## src/rtl/seg7_pkg.sv

```systemverilog
// Shared types and constants for the 4-digit seven-segment scan driver.
package seg7_pkg;

  typedef enum logic [1:0] {
    ST_IDLE  = 2'd0,
    ST_BLANK = 2'd1,
    ST_ON    = 2'd2
  } state_t;

  localparam logic [6:0] SEG_OFF = 7'h7F;
  localparam logic [3:0] AN_OFF  = 4'hF;

  // Active-low segment patterns, bit0=a .. bit6=g; entry 15 is listed first.
  localparam logic [15:0][6:0] SEG_TABLE = {
    7'h0E, 7'h06, 7'h21, 7'h46,   // F E d C
    7'h03, 7'h08, 7'h10, 7'h00,   // b A 9 8
    7'h78, 7'h02, 7'h12, 7'h19,   // 7 6 5 4
    7'h30, 7'h24, 7'h79, 7'h40    // 3 2 1 0
  };

  // True when every nibble from position idx up to the top one is zero.
  // Digit 0 is never considered a leading zero.
  function automatic logic leading_zero(input logic [15:0] data, input logic [1:0] idx);
    logic result;
    result = 1'b0;
    case (idx)
      2'd1:    result = (data[15:4] == 12'h000);
      2'd2:    result = (data[15:8] == 8'h00);
      2'd3:    result = (data[15:12] == 4'h0);
      default: result = 1'b0;
    endcase
    return result;
  endfunction

endpackage

```

## src/rtl/seg7_scan_driver_if.sv

```systemverilog
// Bundle of scan control, display data and display outputs for the scan driver.
interface seg7_scan_driver_if;

  logic        tick_in;
  logic        enable;
  logic        lzb;
  logic [15:0] data_in;
  logic [3:0]  dp_in;
  logic [3:0]  an_out;
  logic [6:0]  seg_out;
  logic        dp_out;
  logic        frame_done;

  modport master (
    output tick_in, enable, lzb, data_in, dp_in,
    input  an_out, seg_out, dp_out, frame_done
  );

  modport slave (
    input  tick_in, enable, lzb, data_in, dp_in,
    output an_out, seg_out, dp_out, frame_done
  );

endinterface

```

## src/rtl/seg7_hex_decode.sv

```systemverilog
// Combinational hex nibble to active-low seven-segment pattern.
module seg7_hex_decode
  import seg7_pkg::*;
(
  input  logic [3:0] nibble,
  output logic [6:0] seg
);

  assign seg = SEG_TABLE[nibble];

endmodule

```

## src/rtl/seg7_scan_driver.sv

```systemverilog
// Multiplexed 4-digit seven-segment driver: a blanking gap before every digit
// suppresses ghosting, a shadow copy of the data keeps each frame consistent,
// and optional leading-zero blanking darkens unused high digits.
module seg7_scan_driver
  import seg7_pkg::*;
#(
  parameter int BLANK_CYCLES = 16
) (
  input logic            clk_in,
  input logic            reset,
  seg7_scan_driver_if.slave bus
);

  localparam logic [7:0] BLANK_LOAD = 8'(BLANK_CYCLES - 1);

  state_t      state, state_nxt;
  logic [1:0]  idx, idx_nxt;
  logic [7:0]  blank_cnt, blank_cnt_nxt;
  logic [15:0] shadow_data, shadow_data_nxt;
  logic [3:0]  shadow_dp, shadow_dp_nxt;
  logic        frame_nxt;

  logic [3:0]  an_reg, an_nxt;
  logic [6:0]  seg_reg, seg_nxt;
  logic        dp_reg, dp_nxt;
  logic        frame_reg;

  logic [3:0]  nibble;
  logic [6:0]  decoded;
  logic        blanked;

  // Next-state logic: enable low wins over everything, ticks only matter in IDLE and ON.
  always_comb begin
    state_nxt       = state;
    idx_nxt         = idx;
    blank_cnt_nxt   = blank_cnt;
    shadow_data_nxt = shadow_data;
    shadow_dp_nxt   = shadow_dp;
    frame_nxt       = 1'b0;
    if (!bus.enable) begin
      state_nxt = ST_IDLE;
    end else begin
      case (state)
        ST_IDLE: begin
          if (bus.tick_in) begin
            state_nxt       = ST_BLANK;
            idx_nxt         = 2'd0;
            blank_cnt_nxt   = BLANK_LOAD;
            shadow_data_nxt = bus.data_in;
            shadow_dp_nxt   = bus.dp_in;
          end
        end
        ST_BLANK: begin
          if (blank_cnt == 8'd0) begin
            state_nxt = ST_ON;
          end else begin
            blank_cnt_nxt = blank_cnt - 8'd1;
          end
        end
        ST_ON: begin
          if (bus.tick_in) begin
            state_nxt     = ST_BLANK;
            idx_nxt       = idx + 2'd1;
            blank_cnt_nxt = BLANK_LOAD;
            if (idx == 2'd3) begin
              shadow_data_nxt = bus.data_in;
              shadow_dp_nxt   = bus.dp_in;
              frame_nxt       = 1'b1;
            end
          end
        end
        default: begin
          state_nxt = ST_IDLE;
        end
      endcase
    end
  end

  assign nibble = shadow_data_nxt[{idx_nxt, 2'b00} +: 4];

  seg7_hex_decode u_decode (
    .nibble (nibble),
    .seg    (decoded)
  );

  // Output values for the upcoming state so registered outputs change on the same edge.
  always_comb begin
    an_nxt  = AN_OFF;
    seg_nxt = SEG_OFF;
    dp_nxt  = 1'b1;
    blanked = bus.lzb && leading_zero(shadow_data_nxt, idx_nxt) && !shadow_dp_nxt[idx_nxt];
    if (state_nxt == ST_ON && !blanked) begin
      an_nxt  = ~(4'b0001 << idx_nxt);
      seg_nxt = decoded;
      dp_nxt  = ~shadow_dp_nxt[idx_nxt];
    end
  end

  // State, counters, shadow copy and registered outputs.
  always_ff @(posedge clk_in) begin
    if (reset) begin
      state       <= ST_IDLE;
      idx         <= 2'd0;
      blank_cnt   <= 8'd0;
      shadow_data <= 16'h0000;
      shadow_dp   <= 4'h0;
      an_reg      <= AN_OFF;
      seg_reg     <= SEG_OFF;
      dp_reg      <= 1'b1;
      frame_reg   <= 1'b0;
    end else begin
      state       <= state_nxt;
      idx         <= idx_nxt;
      blank_cnt   <= blank_cnt_nxt;
      shadow_data <= shadow_data_nxt;
      shadow_dp   <= shadow_dp_nxt;
      an_reg      <= an_nxt;
      seg_reg     <= seg_nxt;
      dp_reg      <= dp_nxt;
      frame_reg   <= frame_nxt;
    end
  end

  assign bus.an_out     = an_reg;
  assign bus.seg_out    = seg_reg;
  assign bus.dp_out     = dp_reg;
  assign bus.frame_done = frame_reg;

endmodule

```

## src/flat_wrapper.sv

```systemverilog
// flat-port wrapper written by rule: the top's interface ports become plain ports
module seg7_scan_driver_flat import seg7_pkg::*;
#(
  parameter int BLANK_CYCLES = 16
)
  (clk_in, reset, bus_tick_in, bus_enable, bus_lzb, bus_data_in, bus_dp_in, bus_an_out, bus_seg_out, bus_dp_out, bus_frame_done);
  seg7_scan_driver_if bus_i ();
  input logic clk_in;
  input logic reset;
  input wire logic [$bits(bus_i.tick_in)-1:0] bus_tick_in;
  input wire logic [$bits(bus_i.enable)-1:0] bus_enable;
  input wire logic [$bits(bus_i.lzb)-1:0] bus_lzb;
  input wire logic [$bits(bus_i.data_in)-1:0] bus_data_in;
  input wire logic [$bits(bus_i.dp_in)-1:0] bus_dp_in;
  output wire logic [$bits(bus_i.an_out)-1:0] bus_an_out;
  output wire logic [$bits(bus_i.seg_out)-1:0] bus_seg_out;
  output wire logic [$bits(bus_i.dp_out)-1:0] bus_dp_out;
  output wire logic [$bits(bus_i.frame_done)-1:0] bus_frame_done;
  assign bus_i.tick_in = bus_tick_in;
  assign bus_i.enable = bus_enable;
  assign bus_i.lzb = bus_lzb;
  assign bus_i.data_in = bus_data_in;
  assign bus_i.dp_in = bus_dp_in;
  assign bus_an_out = bus_i.an_out;
  assign bus_seg_out = bus_i.seg_out;
  assign bus_dp_out = bus_i.dp_out;
  assign bus_frame_done = bus_i.frame_done;
  seg7_scan_driver #(.BLANK_CYCLES(BLANK_CYCLES)) u_core (.clk_in(clk_in), .reset(reset), .bus(bus_i));
endmodule
```

## config.mk

```make
export PLATFORM = sky130hd
export DESIGN_NAME = seg7_scan_driver_flat
export DESIGN_NICKNAME = d
export VERILOG_FILES = /design/src/rtl/seg7_pkg.sv /design/src/rtl/seg7_scan_driver_if.sv /design/src/rtl/seg7_hex_decode.sv /design/src/rtl/seg7_scan_driver.sv /design/src/flat_wrapper.sv
export SDC_FILE = /design/constraint.sdc
export NUM_CORES = 1
export LEC_CHECK = 0
export CAP_MARGIN = 20
export CORE_UTILIZATION = 55
export CTS_BUF_LIST = sky130_fd_sc_hd__clkbuf_16
export DETAILED_ROUTE_END_ITERATION = 16
export DONT_BUFFER_PORTS = 1
export HOLD_SLACK_MARGIN = 0.12
export PLACE_DENSITY = 0.69
export SLEW_MARGIN = 30
export SYNTH_ARGS = -nofsm -noshare
export SYNTH_HDL_FRONTEND = slang
export SYNTH_HIERARCHICAL = 1
export SYNTH_SLANG_ARGS = --single-unit
```

## constraint.sdc

```tcl
create_clock -name clk_in -period 4.2 [get_ports clk_in]
set_input_delay 0.42 -clock clk_in [delete_from_list [all_inputs] [get_ports clk_in]]
set_output_delay 0.42 -clock clk_in [all_outputs]
set_load 0.1 [all_outputs]
```

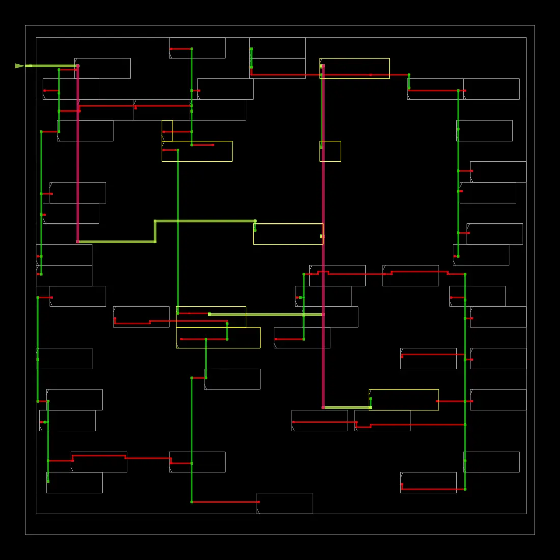
**Above:** clock wiring as the flow saved it.
final setup skew: 0.00643 ns
clock buf count: 5
clk ins delay skew pair: 0.28 ns

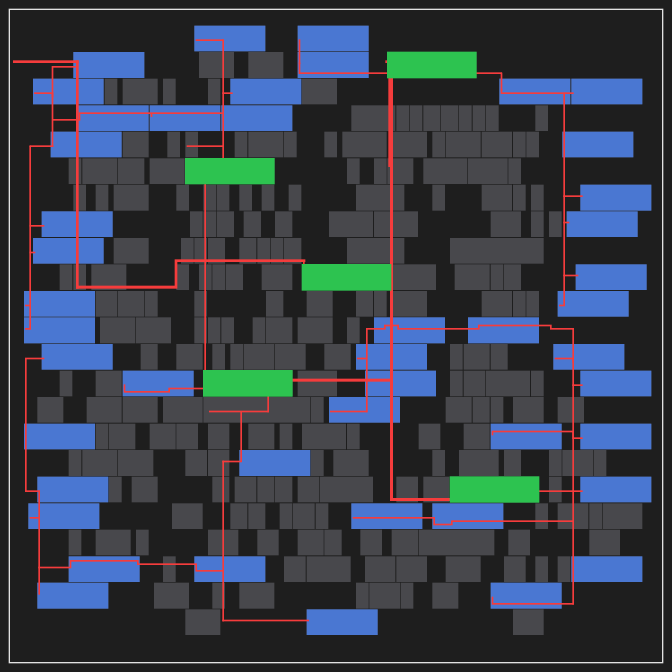
**Above:** clock network drawn from the DEF.
legend:
  blue:
    item: flip-flops
    count: 45
  green:
    item: clock-net drivers
    count: 5
  red:
    item: clock wires
    length: 518 um
flops lie: all over the die
routed clock nets: 6

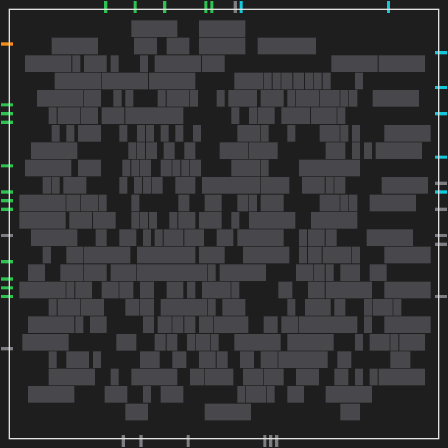
**Above:** pin map.
Pins as bars across the die edge, other pins in grey.
legend:
  cyan:
    port: bus_seg_out
    pins: 7
    direction: output
    edge: 5 right, 2 top
  orange:
    port: clk_in
    pins: 1
    direction: input
    edge: left
  green:
    port: bus_data_in
    pins: 16
    direction: input
    edge: 11 left, 5 top
all pins by edge: 14 left, 10 right, 8 top, 6 bottom

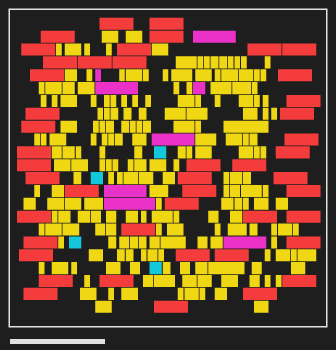
**Above:** placed cells, one colour a class.
Bar = 20 um.
legend:
  yellow:
    class: remaining logic cells
    cells: 205
    share_of_their_area: 55%
  red:
    class: registers
    cells: 45
    share_of_their_area: 37%
  magenta:
    class: clock drivers and dummy loads
    cells: 8
    share_of_their_area: 6.8%
  cyan:
    class: remaining buffers and delay cells
    cells: 4
    share_of_their_area: 1.2%
sequential fraction of total cell area: 36.1%
core area: 0.00403 mm^2
final core utilization: 62.0%
design area: 0.00250 mm^2

==> metrics.cfg <==
[global_route]
grt_overflow=0
number_of_antenna_violations_at_the_first_check_in_global_routing=0
grt_start_max_net_pins=31
grtUsageTotal_pct=23.0
grt_pass1_vias=1679
first_pass_grt_wire_length_mm=7.64

[critical_path]
max_stage_delay_ns=0.47
timing.setup.critical_path_class=reg2reg
timing.critical_path.buf_inv=3
cp.required_ns=4.36
worstPathCellList=nand3b_1 > nor2_2 > buf_4 > mux2i_1 > nand2_1 > nand2_1 > o21ai_0 > inv_1 > ha_1 > inv_1 > mux4_1 > nor2_1 > nand2_1
critical-path-top-cell-by-count=nand2_1
worstPathMaxFanout=14
timing.critical_path.to_type=flop
crit_family=simple AND/OR/NAND/NOR gates
slowest_stage=o21ai_0
cp.arrival_ns=3.60
worstSetupStartpointType=flop

[yosys]
ys_seq_share_pct=39.0
yosysWarningCount=6
syn-instance-count=261
numSynthFlops=45
synth.yosys.num_cells=261
ys_types=49
syn_area_per_cell_um2=8.86
top_cell=dfxtp_1
enable_flop_cells=0
synth-async-reset-ratio_pct=0
yosys-stat-area_mm2=0.00231
netlist.area_leader.share_pct=39.0
post-synth-top-area-cell=dfxtp_1
top_cells_by_count=dfxtp_1 (45), nor2_1 (44), nand2_1 (35), mux2i_1 (25), ha_1 (10)
post_synth_main_area_contributors=dfxtp_1 (39%), mux2i_1 (11%), nor2_1 (7.1%)
netlist_area_mm2=0.00231
ys_dominant_reg_cell=dfxtp_1
floorplan.nets=296

[cts]
cts_hold_repair.buffers=0
cts.sink_count=45
cts_tree=yes
postCtsSetupBuffers=0
cts_max_level=2
worst_setup_hold_path_clk_slew_ns=0.06
clock_tree.buffer_depth=2
total_clock_buffers_created_by_cts=5
post_cts.resized_instances=0
cts_root_buf=clkbuf_16

[floorplanning]
fp_util_pct=57.4
fp-row-count=23
die_w_um=66.8
chip_area_mm2=0.00447
well_tap_cells=50
io_pins=38
die_h_um=66.8

[sta]
finalClockPeriodUsage_pct=81.9
actual_slew_at_the_worst_max_slew_pin_ns=0.955
timing.setup.tns_ns=0
postLayoutSetupSlackWorst_ns=0.760
finalCriticalPeriod_ns=3.44
hold_violations=0
setup_repair_after_global_routing_missed_its_margin=false
finalSetupViolations=0
slew-limit-headroom_pct=36.2
maxClockFrequency_ghz=0.291
report.final.slew_viol_count=0

[placed_design]
numPortBuffers=0
dp_slack_ns=0.813
gpl.final_weighted_congestion=0.802
dp_hpwl_mm=3.38

[routing]
route.detailed.vias_per_inst=5.63
via_count=1758
firstDrtPassIters=4
route.final.wire_length_mm=4.59
count_of_routing_violations_after_the_opening_detailed_route_iteration=86
route.antenna.remaining_nets=0
detail_route.drc_violations=0
post_drt_wl_per_cell_um=14.7

[finish]
largest_cell_class_by_area=multi-input combinational cells
areaGrowthSynthToFinish_pct=8.01
non_clock_inverter_count=8
final-nonclk-buf-share_pct=1.20
drive_above_1_share_pct=10.3
design.final.nets=296
fillCellCount=368
multiInputCombCellCount=197
clock_area_share_pct=6.66
mi_logic_area_mm2=0.00131
flip_flops=45
comb_area_share_pct=52.4
sequential_cell_area_um2=901
nNonClkBuffers=4
regMostFlops=u_core/shadow_data
largest_register_ffs=16
antenna_cells=0

[hold_path]
hold_path_class=in2reg

[run_status]
outcome=completed

[power]
power_density_relative_to_cell_area_mw_per_mm2=441
cellLeakagePower_uw=0.00102
vdd_ir_drop_max_mv=0.266

[flow_run]
warning_count=32
count_of_maximum_capacitance_violations=0

## per-layer routing
metal / up-vias / routed length (um) / global-route usage (%) / part of all wire [%]
li1: 897 / - / - / -
met5: - / 0 / 0 / 0
met2: 43 / 2050 / 36.2 / 45
met4: 0 / 92 / 8.24 / 2.0
met1: 810 / 2250 / 29.6 / 49
met3: 8 / 194 / 6.51 / 4.2
## where the power goes
group          internal (uW)  switching, uW  total, uW
registers                447           21.7        468
logic                   89.2            112        202
clock network            278            154        432
total                    814            288       1100
## final timing paths
check / from / end / slack [ns] / cells past startpoint
max: u_core/state[0]$_SDFF_PP0_ / u_core/bus.seg_out[3]$_SDFF_PP1_ / 0.76 / 13
min: reset / u_core/blank_cnt[3]$_SDFFE_PP0P_ / 0.20 / 1
max reg2reg: u_core/state[0]$_SDFF_PP0_ / u_core/bus.seg_out[3]$_SDFF_PP1_ / 0.76 / 13
min reg2reg: u_core/shadow_data[1]$_SDFF_PP0_ / u_core/shadow_data[1]$_SDFF_PP0_ / 0.49 / 2
## logic make-up after synthesis
group | synth area share, %
xor+xnor | 1.89
mux | 13.6
compound gates | 9.85
simple gates | 25.8
flops | 39.0
buf+inv | 4.49
fa+ha+maj | 5.41
## placed cells by master (no fill, tap or decap), types with 5 or more instances in the layout
cell	n
ha_1	10
inv_1	7
nand2_1	35
mux2i_1	25
nor2_1	44
nand3_1	7
o21ai_0	5
nand2b_1	5
dfxtp_1	45
clkbuf_16	5
or4_1	6
nor3_1	5
## metrics by stage
stage          hold WS, ns  cells  cell area [um^2]  power [uW]  utilization [%]
4_1_cts              0.191    312              2500        1110             62.0
2_1_floorplan        0.455    261              2310         647                -
6_report             0.196    312              2500        1100             62.0
3_5_place_dp         0.480    304              2330         676             57.9
3_3_place_gp         0.477    304              2330         673             57.9
5_1_grt              0.191    312              2500        1160             62.0
No activity file was given, so power comes from the tool's default toggle rates.
